$ cat src/rtl/duty_ctrl_pkg.sv
// Purpose : shared types, widths and helpers for the button-driven servo duty controller.
// Latency : n/a (package only).
// Backpress: n/a (package only).
package duty_ctrl_pkg;

    // Width of each servo duty word.
    localparam int DUTY_W = 6;

    // Signed width for the step arithmetic. Two guard bits above the duty
    // width keep DUTY_MAX+STEP positive, so an overflow can never alias to
    // a negative value and clamp to the wrong rail.
    localparam int CALC_W = DUTY_W + 2;

    // Button indices into the per-button vectors.
    localparam int BTN_N     = 4;
    localparam int BTN_UP    = 0;
    localparam int BTN_DOWN  = 1;
    localparam int BTN_LEFT  = 2;
    localparam int BTN_RIGHT = 3;

    typedef enum logic [1:0] {
        ST_IDLE   = 2'd0,
        ST_FIRST  = 2'd1,
        ST_HOLD   = 2'd2,
        ST_REPEAT = 2'd3
    } btn_state_e;

    // Net signed delta for one axis: +step for inc only, -step for dec only,
    // zero when both or neither fire.
    function automatic logic signed [CALC_W-1:0] axis_delta(
        input logic              inc,
        input logic              dec,
        input logic [DUTY_W-1:0] step
    );
        logic signed [CALC_W-1:0] mag;
        mag = $signed({{(CALC_W-DUTY_W){1'b0}}, step});
        if (inc && !dec) return mag;
        if (dec && !inc) return -mag;
        return '0;
    endfunction

    // Apply a delta and clamp into [0, max_v]; never wraps.
    function automatic logic [DUTY_W-1:0] sat_add(
        input logic [DUTY_W-1:0]        cur,
        input logic signed [CALC_W-1:0] delta,
        input logic [DUTY_W-1:0]        max_v
    );
        logic signed [CALC_W-1:0] sum;
        sum = $signed({{(CALC_W-DUTY_W){1'b0}}, cur}) + delta;
        if (sum < 0) return '0;
        if (sum > $signed({{(CALC_W-DUTY_W){1'b0}}, max_v})) return max_v;
        return sum[DUTY_W-1:0];
    endfunction

endpackage

$ cat src/rtl/duty_ctrl_if.sv
// Purpose : bundles the four raw direction buttons and the duty/strobe outputs.
// Latency : n/a (wires only).
// Backpress: none; buttons are level inputs and outputs are free-running.
// Signals : Bt_Up/Bt_Down/Bt_Left/Bt_Right raw buttons, Duty_X/Duty_Y duty
//           words, Store_Strobe one-cycle capture pulse for the recorder.
interface duty_ctrl_if;
    import duty_ctrl_pkg::*;

    logic              Bt_Up;
    logic              Bt_Down;
    logic              Bt_Left;
    logic              Bt_Right;
    logic [DUTY_W-1:0] Duty_X;
    logic [DUTY_W-1:0] Duty_Y;
    logic              Store_Strobe;

    // Button source / duty consumer side.
    modport master (
        output Bt_Up, Bt_Down, Bt_Left, Bt_Right,
        input  Duty_X, Duty_Y, Store_Strobe
    );

    // The duty controller itself.
    modport slave (
        input  Bt_Up, Bt_Down, Bt_Left, Bt_Right,
        output Duty_X, Duty_Y, Store_Strobe
    );
endinterface

$ cat src/rtl/duty_ctrl_btn_debounce.sv
// Purpose : one button: 2-flop sync, debounce, then IDLE/FIRST/HOLD/REPEAT step generator.
// Latency : raw press to step_evt_o = 2 sync + DEBOUNCE_CYCLES + 1 (FIRST) cycles.
// Backpress: none; step_evt_o is a single-cycle pulse that must be consumed immediately.
// Ports   : clk_i, rst_ni (async active-low), btn_i raw button, step_evt_o step pulse.
module btn_debounce
    import duty_ctrl_pkg::*;
#(
    parameter int DEBOUNCE_CYCLES = 50000,
    parameter int REPEAT_DELAY    = 25000000,
    parameter int REPEAT_RATE     = 5000000
) (
    input  logic clk_i,
    input  logic rst_ni,
    input  logic btn_i,
    output logic step_evt_o
);
    localparam int DB_W     = $clog2(DEBOUNCE_CYCLES + 1);
    localparam int HOLD_MAX = (REPEAT_DELAY > REPEAT_RATE) ? REPEAT_DELAY : REPEAT_RATE;
    localparam int HC_W     = $clog2(HOLD_MAX + 1);

    localparam logic [DB_W-1:0] DB_LAST    = DB_W'(DEBOUNCE_CYCLES - 1);
    localparam logic [HC_W-1:0] DELAY_LAST = HC_W'(REPEAT_DELAY - 1);
    localparam logic [HC_W-1:0] RATE_LAST  = HC_W'(REPEAT_RATE - 1);

    logic [1:0]      sync_q;
    logic [DB_W-1:0] db_cnt_q, db_cnt_d;
    logic            acc_q, acc_d;
    btn_state_e      state_q, state_d;
    logic [HC_W-1:0] hold_cnt_q, hold_cnt_d;

    always_ff @(posedge clk_i or negedge rst_ni) begin
        if (!rst_ni) begin
            sync_q     <= '0;
            db_cnt_q   <= '0;
            acc_q      <= 1'b0;
            state_q    <= ST_IDLE;
            hold_cnt_q <= '0;
        end else begin
            sync_q     <= {sync_q[0], btn_i};
            db_cnt_q   <= db_cnt_d;
            acc_q      <= acc_d;
            state_q    <= state_d;
            hold_cnt_q <= hold_cnt_d;
        end
    end

    // Debounce: the counter only advances while the synced input disagrees
    // with the accepted state; any agreement restarts the qualification.
    always_comb begin
        db_cnt_d = '0;
        acc_d    = acc_q;
        if (sync_q[1] != acc_q) begin
            if (db_cnt_q == DB_LAST) begin
                acc_d = ~acc_q;
            end else begin
                db_cnt_d = db_cnt_q + DB_W'(1);
            end
        end
    end

    // Step generator. IDLE is only occupied while the accepted state is low,
    // so seeing it high in IDLE is exactly its rising edge.
    always_comb begin
        state_d    = state_q;
        hold_cnt_d = hold_cnt_q;
        step_evt_o = 1'b0;
        case (state_q)
            ST_IDLE: begin
                if (acc_q) state_d = ST_FIRST;
            end
            ST_FIRST: begin
                step_evt_o = 1'b1;
                state_d    = ST_HOLD;
                hold_cnt_d = '0;
            end
            ST_HOLD: begin
                if (hold_cnt_q == DELAY_LAST) begin
                    step_evt_o = 1'b1;
                    state_d    = ST_REPEAT;
                    hold_cnt_d = '0;
                end else begin
                    hold_cnt_d = hold_cnt_q + HC_W'(1);
                end
            end
            ST_REPEAT: begin
                if (hold_cnt_q == RATE_LAST) begin
                    step_evt_o = 1'b1;
                    hold_cnt_d = '0;
                end else begin
                    hold_cnt_d = hold_cnt_q + HC_W'(1);
                end
            end
            default: begin
                state_d    = ST_IDLE;
                hold_cnt_d = '0;
            end
        endcase
        // Release wins over everything and never produces a step.
        if (!acc_q) begin
            state_d    = ST_IDLE;
            hold_cnt_d = '0;
            step_evt_o = 1'b0;
        end
    end

endmodule

$ cat src/rtl/duty_ctrl.sv
// Purpose : steps saturating X/Y servo duties from four debounced, auto-repeating buttons.
// Latency : raw press to duty+strobe = 2 + DEBOUNCE_CYCLES + 1 + 1 cycles.
// Backpress: none; Store_Strobe is a one-cycle pulse the recorder must capture.
// Ports   : sysclk, Reset_n (async active-low), bus (slave: buttons in,
//           Duty_X/Duty_Y/Store_Strobe out).
module duty_ctrl
    import duty_ctrl_pkg::*;
#(
    parameter int DEBOUNCE_CYCLES = 50000,
    parameter int REPEAT_DELAY    = 25000000,
    parameter int REPEAT_RATE     = 5000000,
    parameter int STEP            = 1,
    parameter int DUTY_MAX        = 63,
    parameter int DUTY_INIT       = 32
) (
    input  logic        sysclk,
    input  logic        Reset_n,
    duty_ctrl_if.slave  bus
);
    localparam logic [DUTY_W-1:0] STEP_V = DUTY_W'(STEP);
    localparam logic [DUTY_W-1:0] MAX_V  = DUTY_W'(DUTY_MAX);
    localparam logic [DUTY_W-1:0] INIT_V = DUTY_W'(DUTY_INIT);

    logic [BTN_N-1:0] btn_raw;
    logic [BTN_N-1:0] step_evt;

    assign btn_raw[BTN_UP]    = bus.Bt_Up;
    assign btn_raw[BTN_DOWN]  = bus.Bt_Down;
    assign btn_raw[BTN_LEFT]  = bus.Bt_Left;
    assign btn_raw[BTN_RIGHT] = bus.Bt_Right;

    for (genvar gi = 0; gi < BTN_N; gi++) begin : g_btn
        btn_debounce #(
            .DEBOUNCE_CYCLES (DEBOUNCE_CYCLES),
            .REPEAT_DELAY    (REPEAT_DELAY),
            .REPEAT_RATE     (REPEAT_RATE)
        ) u_btn (
            .clk_i      (sysclk),
            .rst_ni     (Reset_n),
            .btn_i      (btn_raw[gi]),
            .step_evt_o (step_evt[gi])
        );
    end

    logic signed [CALC_W-1:0] dx, dy;
    logic [DUTY_W-1:0]        duty_x_q, duty_x_d;
    logic [DUTY_W-1:0]        duty_y_q, duty_y_d;
    logic                     strobe_q, strobe_d;

    // The strobe follows the net delta, not the value change, so a press
    // against a rail is still logged as a dwell sample.
    always_comb begin
        dx       = axis_delta(step_evt[BTN_RIGHT], step_evt[BTN_LEFT], STEP_V);
        dy       = axis_delta(step_evt[BTN_UP],    step_evt[BTN_DOWN], STEP_V);
        duty_x_d = sat_add(duty_x_q, dx, MAX_V);
        duty_y_d = sat_add(duty_y_q, dy, MAX_V);
        strobe_d = (dx != '0) || (dy != '0);
    end

    always_ff @(posedge sysclk or negedge Reset_n) begin
        if (!Reset_n) begin
            duty_x_q <= INIT_V;
            duty_y_q <= INIT_V;
            strobe_q <= 1'b0;
        end else begin
            duty_x_q <= duty_x_d;
            duty_y_q <= duty_y_d;
            strobe_q <= strobe_d;
        end
    end

    assign bus.Duty_X       = duty_x_q;
    assign bus.Duty_Y       = duty_y_q;
    assign bus.Store_Strobe = strobe_q;

endmodule
$ cat src/flat_wrapper.sv
// flat-port wrapper written by rule: the top's interface ports become plain ports
module duty_ctrl_flat import duty_ctrl_pkg::*;
#(
    parameter int DEBOUNCE_CYCLES = 50000,
    parameter int REPEAT_DELAY    = 25000000,
    parameter int REPEAT_RATE     = 5000000,
    parameter int STEP            = 1,
    parameter int DUTY_MAX        = 63,
    parameter int DUTY_INIT       = 32
)
  (sysclk, Reset_n, bus_Bt_Up, bus_Bt_Down, bus_Bt_Left, bus_Bt_Right, bus_Duty_X, bus_Duty_Y, bus_Store_Strobe);
  duty_ctrl_if bus_i ();
  input  logic sysclk;
  input  logic Reset_n;
  input wire logic [$bits(bus_i.Bt_Up)-1:0] bus_Bt_Up;
  input wire logic [$bits(bus_i.Bt_Down)-1:0] bus_Bt_Down;
  input wire logic [$bits(bus_i.Bt_Left)-1:0] bus_Bt_Left;
  input wire logic [$bits(bus_i.Bt_Right)-1:0] bus_Bt_Right;
  output wire logic [$bits(bus_i.Duty_X)-1:0] bus_Duty_X;
  output wire logic [$bits(bus_i.Duty_Y)-1:0] bus_Duty_Y;
  output wire logic [$bits(bus_i.Store_Strobe)-1:0] bus_Store_Strobe;
  assign bus_i.Bt_Up = bus_Bt_Up;
  assign bus_i.Bt_Down = bus_Bt_Down;
  assign bus_i.Bt_Left = bus_Bt_Left;
  assign bus_i.Bt_Right = bus_Bt_Right;
  assign bus_Duty_X = bus_i.Duty_X;
  assign bus_Duty_Y = bus_i.Duty_Y;
  assign bus_Store_Strobe = bus_i.Store_Strobe;
  duty_ctrl #(.DEBOUNCE_CYCLES(DEBOUNCE_CYCLES), .REPEAT_DELAY(REPEAT_DELAY), .REPEAT_RATE(REPEAT_RATE), .STEP(STEP), .DUTY_MAX(DUTY_MAX), .DUTY_INIT(DUTY_INIT)) u_core (.sysclk(sysclk), .Reset_n(Reset_n), .bus(bus_i));
endmodule
$ cat config.mk
export PLATFORM = sky130hd
export DESIGN_NAME = duty_ctrl_flat
export DESIGN_NICKNAME = d
export VERILOG_FILES = /design/src/rtl/duty_ctrl_pkg.sv /design/src/rtl/duty_ctrl_if.sv /design/src/rtl/duty_ctrl_btn_debounce.sv /design/src/rtl/duty_ctrl.sv /design/src/flat_wrapper.sv
export SDC_FILE = /design/constraint.sdc
export NUM_CORES = 1
export LEC_CHECK = 0
export CELL_PAD_IN_SITES_DETAIL_PLACEMENT = 0
export CELL_PAD_IN_SITES_GLOBAL_PLACEMENT = 1
export CORE_AREA = 2 2 167 169
export DETAILED_ROUTE_END_ITERATION = 8
export DIE_AREA = 0 0 169 171
export PLACE_DENSITY_LB_ADDON = 0.08
export SYNTH_ARGS = -nofsm -noshare
export SYNTH_HDL_FRONTEND = slang
export SYNTH_SLANG_ARGS = --single-unit
$ cat constraint.sdc
create_clock -name sysclk -period 6.1 [get_ports sysclk]
set_clock_uncertainty 0.15 [all_clocks]
set_input_delay 1.22 -clock sysclk [delete_from_list [all_inputs] [get_ports sysclk]]
set_output_delay 1.22 -clock sysclk [all_outputs]
set_load 0.05 [all_outputs]
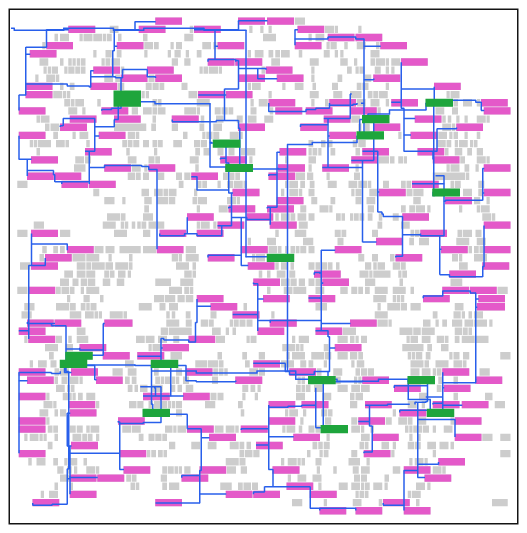
Fig. 1. Clock network drawn from the DEF.
(3 px per um)
Blue shows clock wires, length 2790 um. Green shows clock-net drivers, count 17. Magenta shows flip-flops, count 197.
There are 18 routed clock nets. Position of the flops: spread over the die.
part of the power in the clock network: 45.9%
worst skew pair latency: 440 ps

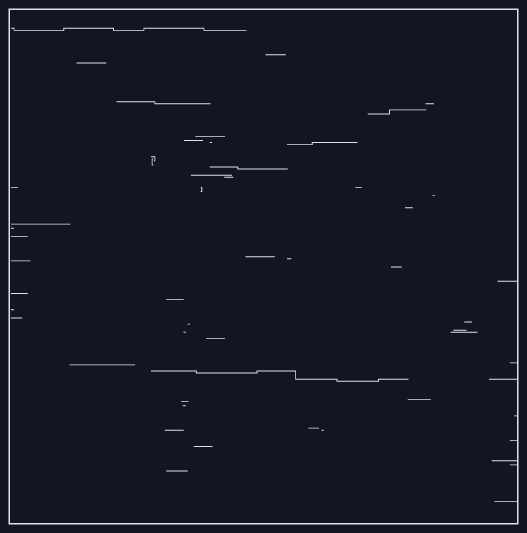
Fig. 2. The metal 3 layer.
(3 px per um)
The longest straight run is 21.6 um. The layer carries 513 um of wire. The wires run mostly horizontal.
DR vias: 8008
routed wire length: 22.1 mm
global routing usage on met3: 3.26%

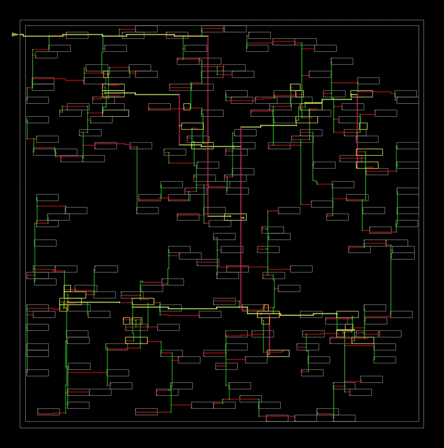
Fig. 3. The clock network.
flop count: 197
CTS Buf Count: 17
Clk. pwr: 0.00116 W
CLK BUF: 17

==> changes_impl.md <==
## Flow update

- Worst Setup EP: u_core.bus.Duty_Y[0]
- DR top layer: met4
- Port Buf Inserts: 18
- M1 GR Usage: between 20% and 30%
- CP max stage delay: 590 ps
- CP Buf/Inv Count: 2
- Core box area: 0.0273 sq mm
- Slack of the critical path: 1550 ps
- YS warnings: 0
- Ys async rst share: 100%
- Setup TNS: 0 ps
- Hold Vio Cnt, Final: 0
- Status: finished, final reports clean
- I/O pin total: 19
- Post-CTS setup buffers: 0
- Hold Path Depth: 0
- GR Layer Usage met2: 26.5%
- FP Util: 39.3%
- VDD IR max: 230 uV
- H-tree depth: 4
- GPL Wtd Cong: 0.758
- Pleak: 4.97 nW
- Die x size: 169 um
- PostCTS Resize Cnt: 0
- Vias in the first global route: a little under 8000
- Worst endpoint required time: 6320 ps
- Period utilisation layout: roughly 75%
- Max-slew headroom at the worst pin: 30.3%
- Metal2 WL: between 10 and 15 mm
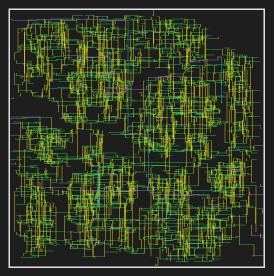
Fig. 4. Metal layers overlaid.
(1.5 px per um)
Cyan shows M4, wire length 270 um. Purple shows M3, wire length 513 um. Yellow shows M2, wire length 10100 um. Green shows M1, wire length 11200 um.
wire per inst: 14.6 um
gr usage total: 16.5%

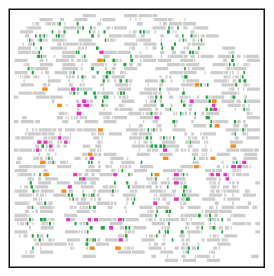
Fig. 5. Gate families picked out.
(1.5 px per um)
Magenta shows non-inverting ao/oa cells, cells 39, most used a22o_1. Orange shows mux cells, cells 18, most used mux2i_1. Green shows nand cells, cells 206, most used nand2_1, where spread over the die.
fin cells: 1513
most frequent logic cell in the layout: dfrtp_1
multi-input combinational area share: 46.3%

## through the flow
| step | power, W | instance area, sq um |
|---|---|---|
| floorplan | 0.00136 | 10700 |
| global placement | 0.00140 | 11300 |
| detailed placement | 0.00140 | 11300 |
| CTS | 0.00258 | 11900 |
| global route | 0.00264 | 11900 |
| finish | 0.00253 | 11900 |
## layout by cell type, fill, tap and decap left out, drive strengths merged, types with 36 or more instances in the layout
cell	n
a21oi	45
dfrtp	195
nand2	95
nand3	65
nand4	36
xor2	72
ha	40
nor2	163
inv	52
xnor2	50
## report_power, final
group | internal (W) | switching, W
sequential | 0.00131 | 0.00000711
clock | 0.000615 | 0.000548
combinational | 0.0000112 | 0.0000372
## flip-flops by register name (all words and copies together), names as in the netlist
register                       cells
u_core.bus.Duty_X                  6
u_core.bus.Duty_Y                  6
u_core.bus.Store_Strobe            1
u_core.g_btn.u_btn.acc_q           4
u_core.g_btn.u_btn.db_cnt_q       64
u_core.g_btn.u_btn.hold_cnt_q    100
u_core.g_btn.u_btn.state_q         8
u_core.g_btn.u_btn.sync_q          8
## layout make-up
cell class                 instances  area [sq um]
inverter                          46           173
clock inverter                    15           168
tap                              346           433
fill                            2665         15500
multi-input combinational        867          5500
timing repair buffer              25           238
sequential                       197          4930
clock buffer                      17           425
## logic make-up (layout without fill, tap and decap cells)
logic type | Yosys count | count (layout) | synth area share, %
multiplexers | 18 | 18 | 1.76
XOR/XNOR | 122 | 122 | 9.95
AND-OR/OR-AND | 170 | 170 | 10.3
flip-flops | 197 | 197 | 45.9
buffers and inverters | 81 | 103 | 3.09
AND/OR/NAND/NOR | 515 | 515 | 24.0
adder cells (fa/ha/maj) | 42 | 42 | 5.03
Power is estimated from default activity; no workload was simulated.
